==> src/rtl/uart_event_queue_if.sv <==
// Event-in / byte-out handshake bundle for uart_event_queue.
// The slave side is the queue; the master side is the producer plus uart_tx.
`timescale 1ns/1ps
interface uart_event_queue_if;
    logic       event_valid;
    logic [7:0] event_data;
    logic       sync_req;
    logic [7:0] tx_data;
    logic       tx_valid;
    logic       tx_ready;

    modport master (
        output event_valid, event_data, sync_req, tx_ready,
        input  tx_data, tx_valid
    );

    modport slave (
        input  event_valid, event_data, sync_req, tx_ready,
        output tx_data, tx_valid
    );
endinterface

==> src/rtl/uart_event_queue.sv <==
// Queues sequencer event bytes and sync requests, then serialises them as a
// valid/ready byte stream with sync markers and byte-stuffed event data.
`timescale 1ns/1ps
module uart_event_queue #(
    parameter int         DEPTH     = 8,
    parameter logic [7:0] SYNC_BYTE = 8'hFF,
    parameter logic [7:0] ESC_BYTE  = 8'hFE,
    parameter logic [7:0] ESC_XOR   = 8'h20
) (
    input  logic                     clk,
    input  logic                     rstn,
    uart_event_queue_if.slave        bus,
    output logic [$clog2(DEPTH):0]   fifo_level,
    output logic [7:0]               overflow_count,
    output logic                     busy
);
    localparam int AW = $clog2(DEPTH);
    localparam int LW = AW + 1;

    typedef enum logic [1:0] {
        IDLE     = 2'd0,
        SEND     = 2'd1,
        SEND_ESC = 2'd2
    } state_t;

    logic [7:0]    mem [DEPTH];
    logic [AW-1:0] wr_ptr_reg;
    logic [AW-1:0] rd_ptr_reg;
    logic [LW-1:0] level_reg;
    logic [LW-1:0] level_next;
    logic [7:0]    overflow_reg;
    logic          sync_pending_reg;

    state_t        state_reg;
    logic [7:0]    tx_data_reg;
    logic          tx_valid_reg;
    logic [7:0]    esc_second_reg;

    logic          fifo_full;
    logic          fifo_empty;
    logic          push;
    logic          drop;
    logic          pop;
    logic          load_sync;
    logic [7:0]    head;
    logic          head_is_special;

    // Fullness is judged on the registered level, so a push that coincides
    // with a pop while full is still dropped.
    assign fifo_full       = (level_reg == LW'(DEPTH));
    assign fifo_empty      = (level_reg == '0);
    assign push            = bus.event_valid && !fifo_full;
    assign drop            = bus.event_valid && fifo_full;
    assign load_sync       = (state_reg == IDLE) && sync_pending_reg;
    assign pop             = (state_reg == IDLE) && !sync_pending_reg && !fifo_empty;
    assign head            = mem[rd_ptr_reg];
    assign head_is_special = (head == SYNC_BYTE) || (head == ESC_BYTE);

    always_comb begin
        level_next = level_reg;
        case ({push, pop})
            2'b10:   level_next = level_reg + LW'(1);
            2'b01:   level_next = level_reg - LW'(1);
            default: level_next = level_reg;
        endcase
    end

    // Storage carries no reset; the pointers alone define what is queued.
    always_ff @(posedge clk) begin
        if (push) begin
            mem[wr_ptr_reg] <= bus.event_data;
        end
    end

    always_ff @(posedge clk or negedge rstn) begin
        if (!rstn) begin
            wr_ptr_reg       <= '0;
            rd_ptr_reg       <= '0;
            level_reg        <= '0;
            overflow_reg     <= '0;
            sync_pending_reg <= 1'b0;
        end else begin
            if (push) begin
                wr_ptr_reg <= wr_ptr_reg + AW'(1);
            end
            if (pop) begin
                rd_ptr_reg <= rd_ptr_reg + AW'(1);
            end
            level_reg <= level_next;
            if (drop && (overflow_reg != 8'hFF)) begin
                overflow_reg <= overflow_reg + 8'd1;
            end
            // A request landing on the load edge coalesces into the marker being loaded.
            if (load_sync) begin
                sync_pending_reg <= 1'b0;
            end else if (bus.sync_req) begin
                sync_pending_reg <= 1'b1;
            end
        end
    end

    always_ff @(posedge clk or negedge rstn) begin
        if (!rstn) begin
            state_reg      <= IDLE;
            tx_data_reg    <= '0;
            tx_valid_reg   <= 1'b0;
            esc_second_reg <= '0;
        end else begin
            case (state_reg)
                IDLE: begin
                    if (sync_pending_reg) begin
                        tx_data_reg  <= SYNC_BYTE;
                        tx_valid_reg <= 1'b1;
                        state_reg    <= SEND;
                    end else if (!fifo_empty) begin
                        tx_valid_reg <= 1'b1;
                        if (head_is_special) begin
                            tx_data_reg    <= ESC_BYTE;
                            esc_second_reg <= head ^ ESC_XOR;
                            state_reg      <= SEND_ESC;
                        end else begin
                            tx_data_reg <= head;
                            state_reg   <= SEND;
                        end
                    end
                end
                SEND: begin
                    if (bus.tx_ready) begin
                        tx_valid_reg <= 1'b0;
                        state_reg    <= IDLE;
                    end
                end
                SEND_ESC: begin
                    // The second half of a pair follows directly; syncs wait behind it.
                    if (bus.tx_ready) begin
                        tx_data_reg <= esc_second_reg;
                        state_reg   <= SEND;
                    end
                end
                default: begin
                    tx_valid_reg <= 1'b0;
                    state_reg    <= IDLE;
                end
            endcase
        end
    end

    assign bus.tx_data     = tx_data_reg;
    assign bus.tx_valid    = tx_valid_reg;
    assign fifo_level      = level_reg;
    assign overflow_count  = overflow_reg;
    assign busy            = (state_reg != IDLE) || !fifo_empty || sync_pending_reg;
endmodule

==> src/flat_wrapper.sv <==
// flat-port wrapper written by rule: the top's interface ports become plain ports
module uart_event_queue_flat 
#(
    parameter int         DEPTH     = 8,
    parameter logic [7:0] SYNC_BYTE = 8'hFF,
    parameter logic [7:0] ESC_BYTE  = 8'hFE,
    parameter logic [7:0] ESC_XOR   = 8'h20
)
  (clk, rstn, fifo_level, overflow_count, busy, bus_event_valid, bus_event_data, bus_sync_req, bus_tx_ready, bus_tx_data, bus_tx_valid);
  uart_event_queue_if bus_i ();
  input  logic clk;
  input  logic rstn;
  output logic [$clog2(DEPTH):0] fifo_level;
  output logic [7:0] overflow_count;
  output logic busy;
  input wire logic [$bits(bus_i.event_valid)-1:0] bus_event_valid;
  input wire logic [$bits(bus_i.event_data)-1:0] bus_event_data;
  input wire logic [$bits(bus_i.sync_req)-1:0] bus_sync_req;
  input wire logic [$bits(bus_i.tx_ready)-1:0] bus_tx_ready;
  output wire logic [$bits(bus_i.tx_data)-1:0] bus_tx_data;
  output wire logic [$bits(bus_i.tx_valid)-1:0] bus_tx_valid;
  assign bus_i.event_valid = bus_event_valid;
  assign bus_i.event_data = bus_event_data;
  assign bus_i.sync_req = bus_sync_req;
  assign bus_i.tx_ready = bus_tx_ready;
  assign bus_tx_data = bus_i.tx_data;
  assign bus_tx_valid = bus_i.tx_valid;
  uart_event_queue #(.DEPTH(DEPTH), .SYNC_BYTE(SYNC_BYTE), .ESC_BYTE(ESC_BYTE), .ESC_XOR(ESC_XOR)) u_core (.clk(clk), .rstn(rstn), .bus(bus_i), .fifo_level(fifo_level), .overflow_count(overflow_count), .busy(busy));
endmodule
==> config.mk <==
export PLATFORM = sky130hd
export DESIGN_NAME = uart_event_queue_flat
export DESIGN_NICKNAME = d
export VERILOG_FILES = /design/src/rtl/uart_event_queue_if.sv /design/src/rtl/uart_event_queue.sv /design/src/flat_wrapper.sv
export SDC_FILE = /design/constraint.sdc
export NUM_CORES = 1
export LEC_CHECK = 0
export CAP_MARGIN = 20
export CELL_PAD_IN_SITES_DETAIL_PLACEMENT = 0
export CELL_PAD_IN_SITES_GLOBAL_PLACEMENT = 2
export CORE_MARGIN = 4
export CORE_UTILIZATION = 30
export DETAILED_ROUTE_END_ITERATION = 12
export DONT_BUFFER_PORTS = 1
export PLACE_DENSITY = 0.59
export RECOVER_POWER = 100
export SETUP_SLACK_MARGIN = 0.1
export SLEW_MARGIN = 25
export SYNTH_ARGS = -nofsm -noshare
export SYNTH_HDL_FRONTEND = slang
export SYNTH_SLANG_ARGS = --single-unit
==> constraint.sdc <==
create_clock -name clk -period 4.4 [get_ports clk]
set_input_delay 1.1 -clock clk [delete_from_list [all_inputs] [get_ports clk]]
set_output_delay 1.1 -clock clk [all_outputs]
set_load 0.05 [all_outputs]
io_fan.png
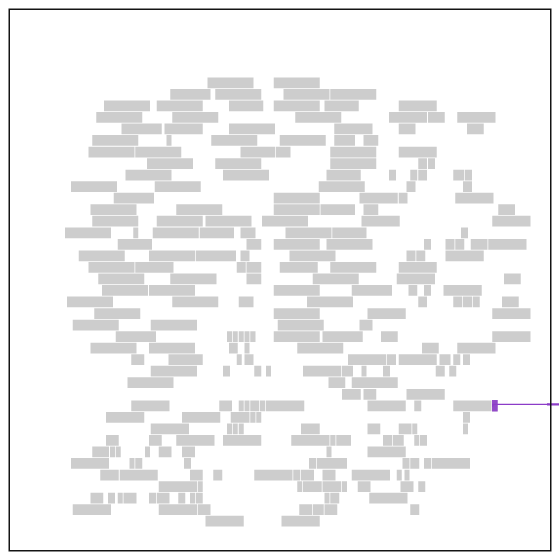
port	color	direction	edge	end cells	wire
bus_sync_req	purple	input	east	1	13.6 µm

==> notes.md <==
flow finished, numbers: via/cell ratio 4.71, max FFs per register 64, worst reg2reg path depth 4, WL per Instance 18.2 µm, Max Cap Viol 2, Flops after synth 102, Slew headroom -3.47%, Critical Path End Type output port, Vias between 2000 and 2500, Worst Skew 0.00948 ns, die area 0.0162 mm², Startpoint Class flop, reg-to-reg endpoint u_core.mem[1][7], Sink Count roughly 100, post-CTS setup buffers 0, adder share 2.23%, Nets 287, post-synth top area cell edfxtp_1, first-pass GRT wire length 13200 µm, Setup TNS 0 ns, # diodes 0, Final period util roughly 73%, largest net degree at the start of global routing 39, Avg Cell Area, Syn 16.4 µm², post-synthesis mux area share 14.1%, root buffer cell clkbuf_16, Gate Count Post-Synth 261, CTS Hold Buffers Added 0, synthesis area per yosys 0.00427 mm², XOR/XNOR Fraction of Synth Area 2.87%, min Tclk post-route 3.19 ns, CP endpoint busy, status finished, violations left, worst reg2reg startpoint u_core.fifo_level[0], Worst-path clk slew 0.07 ns, most frequent cells in the layout edfxtp_1, dfrtp_1, nand2_1, RSZ-0062 raised after global routing false, Remaining Overflow, GRT 0, DR DRC count 0, Commonest Layout Cell edfxtp_1, Achievable Freq 0.313 GHz, DP Cell Count around 440, EDFF count, synth 64, GRT Util Overall roughly 11%, post-detail-place hpwl 5320 µm, GPL Wtd Cong 0.702, top cells by area edfxtp_1, dfrtp_1, mux4_2, synthesized cell area 0.00427 mm², FP Util 30.7%, Chip Height 127 µm, PortBufs 0, CTS max path bufs 2, flop2flop setup slack 1.46 ns, worst-margin pin slew 1.54 ns, post-route ant nets 0, Ports 35, register name with the most flops u_core.mem, worst vdd ir 0.000228 V, min-delay worst type input pin to async pin, Slew Limit Fails 11, drt initial violations 128, Die X-Extent 127 µm, Clock Latency Late Sink approximately 0.35 ns, asr flop ratio synth 37.3%, WL final around 8200 µm, Num CTS Buffers 9, Post-Synth AOI/OAI Area 3.08%, violated checks capacitance limit, slew limit, kind of critical path flop to output port, Final Util 33.9%, synthesis warning total 0, Row Count 43, Seq/Total Area, Yosys 67.3%, Top cell area share 45.0%, Critical Path Source u_core.fifo_level[0], CTS tree done, Distinct cells, synth 36, CP Max Fanout 6, layout cells sized above 1 12.9%, drt pass-1 iters 5, top_reg_cell synth edfxtp_1, initial antenna violation count 0, htree depth 3, Power Dens Cells 675 mW/mm², ys cells 261, Crit path required time between 3 and 4 ns, leakage power total around 1.8 nW, comb area leader multiplexers, Final Hold Vio Count 0
logic_types.png
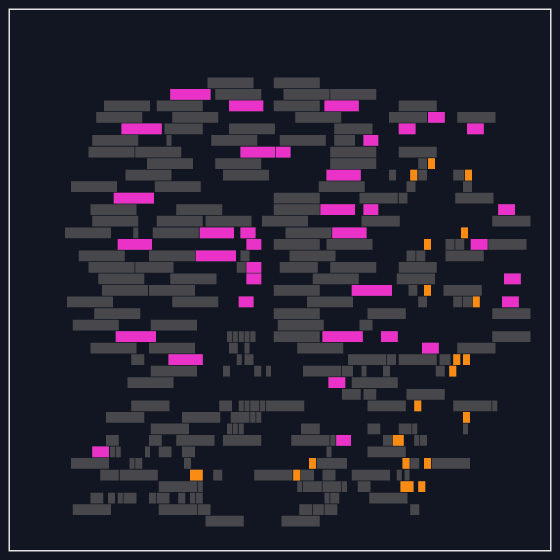
family	color	cells	most used
mux cells	magenta	36	mux2_2
aoi and oai cells	orange	20	a21oi_1

-- routing by layer --
| metal | GRT usage [%] | part of all wire [%] | vias up |
|---|---|---|---|
| met5 | 0 | 0 | - |
| met4 | 5.11 | 2.2 | 0 |
| met3 | 3.43 | 4.2 | 11 |
| met2 | 16.8 | 48 | 32 |
| met1 | 14.4 | 45 | 1094 |
| li1 | - | - | 993 |
-- final cells by class --
class / count / area, µm²
Inverter: 7 / 26.3
Sequential cell: 102 / 2870
Fill cell: 1338 / 9220
Tap cell: 180 / 225
Clock buffer: 12 / 246
Timing Repair Buffer: 2 / 11.3
Multi-Input combinational cell: 145 / 1280
Clock inverter: 4 / 56.3
-- cells in the mapped netlist (3+ instances only) --
cell and instances:
edfxtp_1 64, dfrtp_1 38, nand2_1 14, a21oi_1 13, nor2_1 13, nor2b_1 12, mux2_2 10, mux2i_1 9
mux4_2 9, nand2b_1 9, inv_1 7, mux4_1 7, xnor2_1 7, xor2_1 7, ha_1 6, nand3_1 5
nor3_1 5, buf_6 4, o21ai_0 3
-- worst max-delay path, stage by stage, from the launching register on --
cell	delay, ns
dfrtp_1	0.61
nor4_1	0.63
nand2_1	0.50
-- per-stage QoR --
stage | power (W) | setup slack (ns) | cell area (µm²) | hold WS (ns)
6_report | 0.00318 | 1.21 | 4720 | 0.446
5_1_grt | 0.00337 | 1.08 | 4720 | 0.422
4_1_cts | 0.00325 | 1.10 | 4740 | 0.426
3_5_place_dp | 0.00243 | 1.39 | 4440 | 0.453
3_3_place_gp | 0.00242 | 1.42 | 4440 | 0.450
2_1_floorplan | 0.00225 | 1.70 | 4270 | 0.435
-- power by group --
part | switching (W) | internal, W | total [W]
registers | 0.000440 | 0.00124 | 0.00168
clock network | 0.000348 | 0.000461 | 0.000810
logic | 0.000348 | 0.000350 | 0.000698
Power figures rest on the tool's default switching activity, not on a simulated workload.
